[config.mk]
export PLATFORM = sky130hd
export DESIGN_NAME = divider_seq
export DESIGN_NICKNAME = d
export VERILOG_FILES = /design/src/rtl/divider_seq.sv
export SDC_FILE = /design/constraint.sdc
export NUM_CORES = 1
export LEC_CHECK = 0
export CORE_MARGIN = 1
export CORE_UTILIZATION = 50
export CTS_BUF_LIST = sky130_fd_sc_hd__clkbuf_8 sky130_fd_sc_hd__clkbuf_16
export DETAILED_ROUTE_END_ITERATION = 16
export GPL_TIMING_DRIVEN = 0
export PLACE_DENSITY = 0.71
export SYNTH_ARGS = -nofsm -noshare
export SYNTH_HDL_FRONTEND = slang
export SYNTH_SLANG_ARGS = --single-unit
[constraint.sdc]
create_clock -name clock -period 4.95 [get_ports clock]
set_clock_uncertainty 0.1 [all_clocks]
set_input_delay 0.99 -clock clock [delete_from_list [all_inputs] [get_ports clock]]
set_output_delay 0.99 -clock clock [all_outputs]
set_load 0.005 [all_outputs]
[src/rtl/divider_seq.sv]
// Sequential restoring divider: WIDTH steps per operation, signed or unsigned operands,
// truncating signed semantics, divide-by-zero bypass with a fixed all-ones quotient.
module divider_seq #(
  parameter int WIDTH = 32
) (
  input  logic             clock,
  input  logic             reset_n,
  input  logic             start,
  input  logic             signed_mode,
  input  logic [WIDTH-1:0] a,
  input  logic [WIDTH-1:0] b,
  output logic             busy,
  output logic             done,
  output logic [WIDTH-1:0] q,
  output logic [WIDTH-1:0] r,
  output logic             div_zero
);

  localparam int CW = $clog2(WIDTH + 1);

  typedef enum logic [1:0] {IDLE, RUN, FIX} state_t;

  state_t           state_q, state_d;
  logic [CW-1:0]    count_q, count_d;
  logic [WIDTH-1:0] rem_q, rem_d;
  logic [WIDTH-1:0] quo_q, quo_d;
  logic [WIDTH-1:0] divMag_q, divMag_d;
  logic [WIDTH-1:0] dividend_q, dividend_d;
  logic             qNeg_q, qNeg_d;
  logic             rNeg_q, rNeg_d;
  logic             bZero_q, bZero_d;
  logic [WIDTH-1:0] q_q, q_d;
  logic [WIDTH-1:0] r_q, r_d;
  logic             divZero_q, divZero_d;
  logic             done_q, done_d;

  logic             aNeg, bNeg;
  logic [WIDTH-1:0] aMag, bMag;
  logic [WIDTH-1:0] quoFix, remFix;
  logic [WIDTH:0]   remShift;
  logic [WIDTH+1:0] diff;

  // The shifted partial remainder needs one extra bit; the top bit of diff is the borrow.
  always_comb begin
    aNeg     = signed_mode & a[WIDTH-1];
    bNeg     = signed_mode & b[WIDTH-1];
    aMag     = aNeg ? -a : a;
    bMag     = bNeg ? -b : b;
    remShift = {rem_q, quo_q[WIDTH-1]};
    diff     = {1'b0, remShift} - {2'b00, divMag_q};
    quoFix   = qNeg_q ? -quo_q : quo_q;
    remFix   = rNeg_q ? -rem_q : rem_q;
  end

  always_comb begin
    state_d    = state_q;
    count_d    = count_q;
    rem_d      = rem_q;
    quo_d      = quo_q;
    divMag_d   = divMag_q;
    dividend_d = dividend_q;
    qNeg_d     = qNeg_q;
    rNeg_d     = rNeg_q;
    bZero_d    = bZero_q;
    q_d        = q_q;
    r_d        = r_q;
    divZero_d  = divZero_q;
    done_d     = 1'b0;

    case (state_q)
      IDLE: begin
        if (start) begin
          dividend_d = a;
          quo_d      = aMag;
          divMag_d   = bMag;
          rem_d      = '0;
          qNeg_d     = aNeg ^ bNeg;
          rNeg_d     = aNeg;
          bZero_d    = (b == '0);
          count_d    = CW'(WIDTH);
          state_d    = (b == '0) ? FIX : RUN;
        end
      end
      RUN: begin
        if (diff[WIDTH+1]) begin
          rem_d = WIDTH'(remShift);
          quo_d = {quo_q[WIDTH-2:0], 1'b0};
        end else begin
          rem_d = WIDTH'(diff);
          quo_d = {quo_q[WIDTH-2:0], 1'b1};
        end
        count_d = count_q - CW'(1);
        if (count_q == CW'(1)) state_d = FIX;
      end
      FIX: begin
        q_d       = bZero_q ? '1 : quoFix;
        r_d       = bZero_q ? dividend_q : remFix;
        divZero_d = bZero_q;
        done_d    = 1'b1;
        count_d   = '0;
        state_d   = IDLE;
      end
      default: state_d = IDLE;
    endcase
  end

  always_ff @(posedge clock or negedge reset_n) begin
    if (!reset_n) begin
      state_q    <= IDLE;
      count_q    <= '0;
      rem_q      <= '0;
      quo_q      <= '0;
      divMag_q   <= '0;
      dividend_q <= '0;
      qNeg_q     <= 1'b0;
      rNeg_q     <= 1'b0;
      bZero_q    <= 1'b0;
      q_q        <= '0;
      r_q        <= '0;
      divZero_q  <= 1'b0;
      done_q     <= 1'b0;
    end else begin
      state_q    <= state_d;
      count_q    <= count_d;
      rem_q      <= rem_d;
      quo_q      <= quo_d;
      divMag_q   <= divMag_d;
      dividend_q <= dividend_d;
      qNeg_q     <= qNeg_d;
      rNeg_q     <= rNeg_d;
      bZero_q    <= bZero_d;
      q_q        <= q_d;
      r_q        <= r_d;
      divZero_q  <= divZero_d;
      done_q     <= done_d;
    end
  end

  assign busy     = (state_q != IDLE);
  assign done     = done_q;
  assign q        = q_q;
  assign r        = r_q;
  assign div_zero = divZero_q;

endmodule

**M4 wires**

Cells faint in the background.
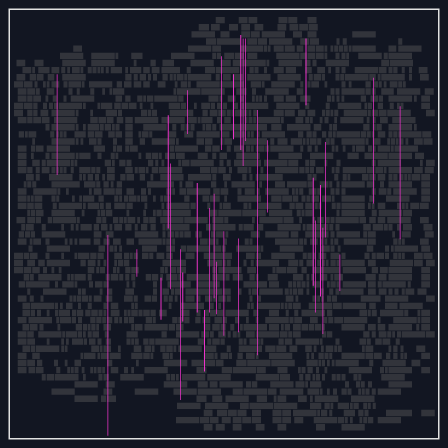
main direction: vertical
longest straight run: 93.2 um
wirelength, routed: 36.5 mm
DR vias: 11.5k

**Wire density map**

33 x 33 tiles, from dark blue (low) to red (high), scaled to the fullest tile. Values are wire area over tile area, all layers added.
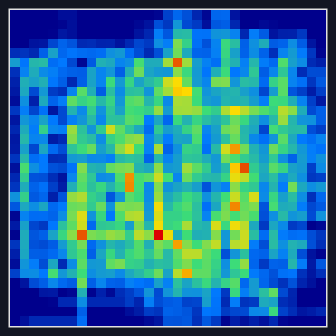
tiles over half the peak: 17%
emptiest ninth of the die: top left
densest ninth of the die: middle
nearly empty tiles: 10%
mean over tiles: 0.22
Tot GR Track Use: 27.6%
average routed wire per standard cell: 18.4 um

**Placed cells, one color a class**

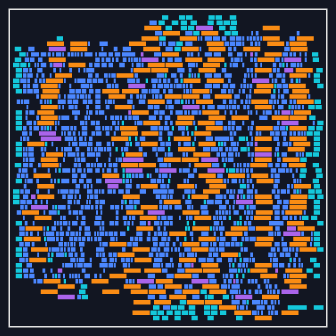
| class | color | cells | share of their area |
|---|---|---|---|
| sequential cells | orange | 205 | 34% |
| combinational and other logic | blue | 1182 | 50% |
| clock drivers and dummy loads | purple | 42 | 5.2% |
| remaining buffers and delay cells | cyan | 220 | 11% |

==> results.json <==
{
  "finalSetupViolCount": 0,
  "drv_cap": 0,
  "clockBufferDepth": 3,
  "clock_sinks": 205,
  "die_y_um": 163,
  "fill_cells": 2260,
  "crit_chain": "inv_1 -> ha_1 -> inv_1 -> fa_1 -> a21o_1 -> a221oi_1 -> o21a_1 -> o31ai_1 -> a311oi_1 -> xor2_1 -> a211oi_1 -> a311o_1",
  "ys_cells": 1472,
  "layout-drive-gt1-share_pct": 6.85,
  "most_common_cell": "dfrtp_1",
  "ant_nets": 0,
  "syn_area_um2": 13000,
  "area_leaders": "dfrtp_1, xor2_1, o21ai_0",
  "grtUsageMet3_pct": 2.83,
  "path_buffers": 2,
  "placedInstanceArea_um2": 14700,
  "tightest_slew_ps": 863,
  "avgViaCountPerCell": 5.82,
  "design_area_um2": 15500,
  "top_area_share_pct": 39.6,
  "crit_fanout": 4,
  "use_met1_pct": 35.2,
  "fin_crit_ps": 3930,
  "post_cts_buffers": 0,
  "antenna_found_initial": 0,
  "outcome": "complete, no violations",
  "ys.flop_type": "dfrtp_1"
}
through the flow:
| stage | util, % | worst slack, ps | setup TNS (ps) | std cells |
|---|---|---|---|---|
| finish | 61.3 | 1020 | 0 | 1979 |
| floorplan | - | 1600 | 0 | 1472 |
| detailed placement | 58.2 | 606 | 0 | 1937 |
| global placement | 58.1 | -5640 | -1154120 | 1936 |
| CTS | 61.3 | 1080 | 0 | 1979 |
| global route | 61.3 | 826 | 0 | 1979 |
cell type report:
type | count | area, um2 | area share [%]
clock buffer | 28 | 656 | 4.22
tap | 330 | 413 | 2.66
clock inverter | 14 | 133 | 0.854
multi-input combinational | 1122 | 7280 | 46.9
buffer | 85 | 320 | 2.06
inverter | 60 | 225 | 1.45
timing repair buffer | 135 | 1370 | 8.85
sequential | 205 | 5130 | 33.0
layer usage:
metal  wire, um  vias up
li1           -     5561
met1      15600     5490
met2      17900      400
met3       1760       75
met4       1210        0
met5          0        -
layout by cell type, fill, tap and decap left out, types with 29 or more instances in the layout:
master / instances
inv_1: 63
ha_1: 42
a21oi_1: 108
nand4_1: 29
mux2_2: 54
o31ai_1: 33
clkdlybuf4s50_1: 133
clkbuf_1: 72
nand2_1: 184
dfrtp_1: 205
o21ai_0: 155
xor2_1: 94
nor2_1: 90
xnor2_1: 50
worst register-to-register path, stage by stage, from the launching register on:
cell	delay, ps
dfrtp_1	380
inv_1	270
ha_1	230
inv_1	60
fa_1	390
a21o_1	210
a221oi_1	560
o21a_1	320
o31ai_1	120
a311oi_1	550
xor2_1	250
a211oi_1	80
a311o_1	290
cell families after synthesis:
kind of cell	Yosys count	synth area share, %
XOR/XNOR	144	9.74
multiplexers	58	5.00
adder cells (fa/ha/maj)	43	4.21
buffers and inverters	145	4.21
AND/OR/NAND/NOR	450	16.8
flip-flops	205	39.6
AND-OR/OR-AND	427	20.5
path summary, 6_finish.rpt:
kind / from / endpoint / slack (ps) / cells after the start
setup reg to reg: quo_q[31]$_DFFE_PN0P_ / rem_q[20]$_DFFE_PN0P_ / 1020 / 12
min in group clock: divMag_q[25]$_DFFE_PN0P_ / divMag_q[25]$_DFFE_PN0P_ / 380 / 2
hold reg to reg: divMag_q[25]$_DFFE_PN0P_ / divMag_q[25]$_DFFE_PN0P_ / 380 / 2
hold / removal: reset_n / count_q[3]$_DFFE_PN0P_ / 330 / 1
setup / recovery: quo_q[31]$_DFFE_PN0P_ / rem_q[20]$_DFFE_PN0P_ / 1020 / 12
max in group asynchronous: reset_n / r[10]$_DFFE_PN0P_ / 3470 / 2
registers in the layout, indices dropped and copies added, names as in the netlist:
signal and flops:
count_q 6, divMag_q 32, state_q 2, quo_q 32, q 32, done 1, bZero_q 1, qNeg_q 1
rem_q 32, rNeg_q 1, dividend_q 32, div_zero 1, r 32
report_power, final:
part,leakage [nW],internal [W],switching (W),total [W]
registers,2.58,0.00241,0.000709,0.00312
logic,3.60,0.00264,0.00360,0.00624
clock network,0.399,0.00105,0.000716,0.00176
total,6.58,0.00609,0.00503,0.0111
Power and IR drop assume default switching activity.
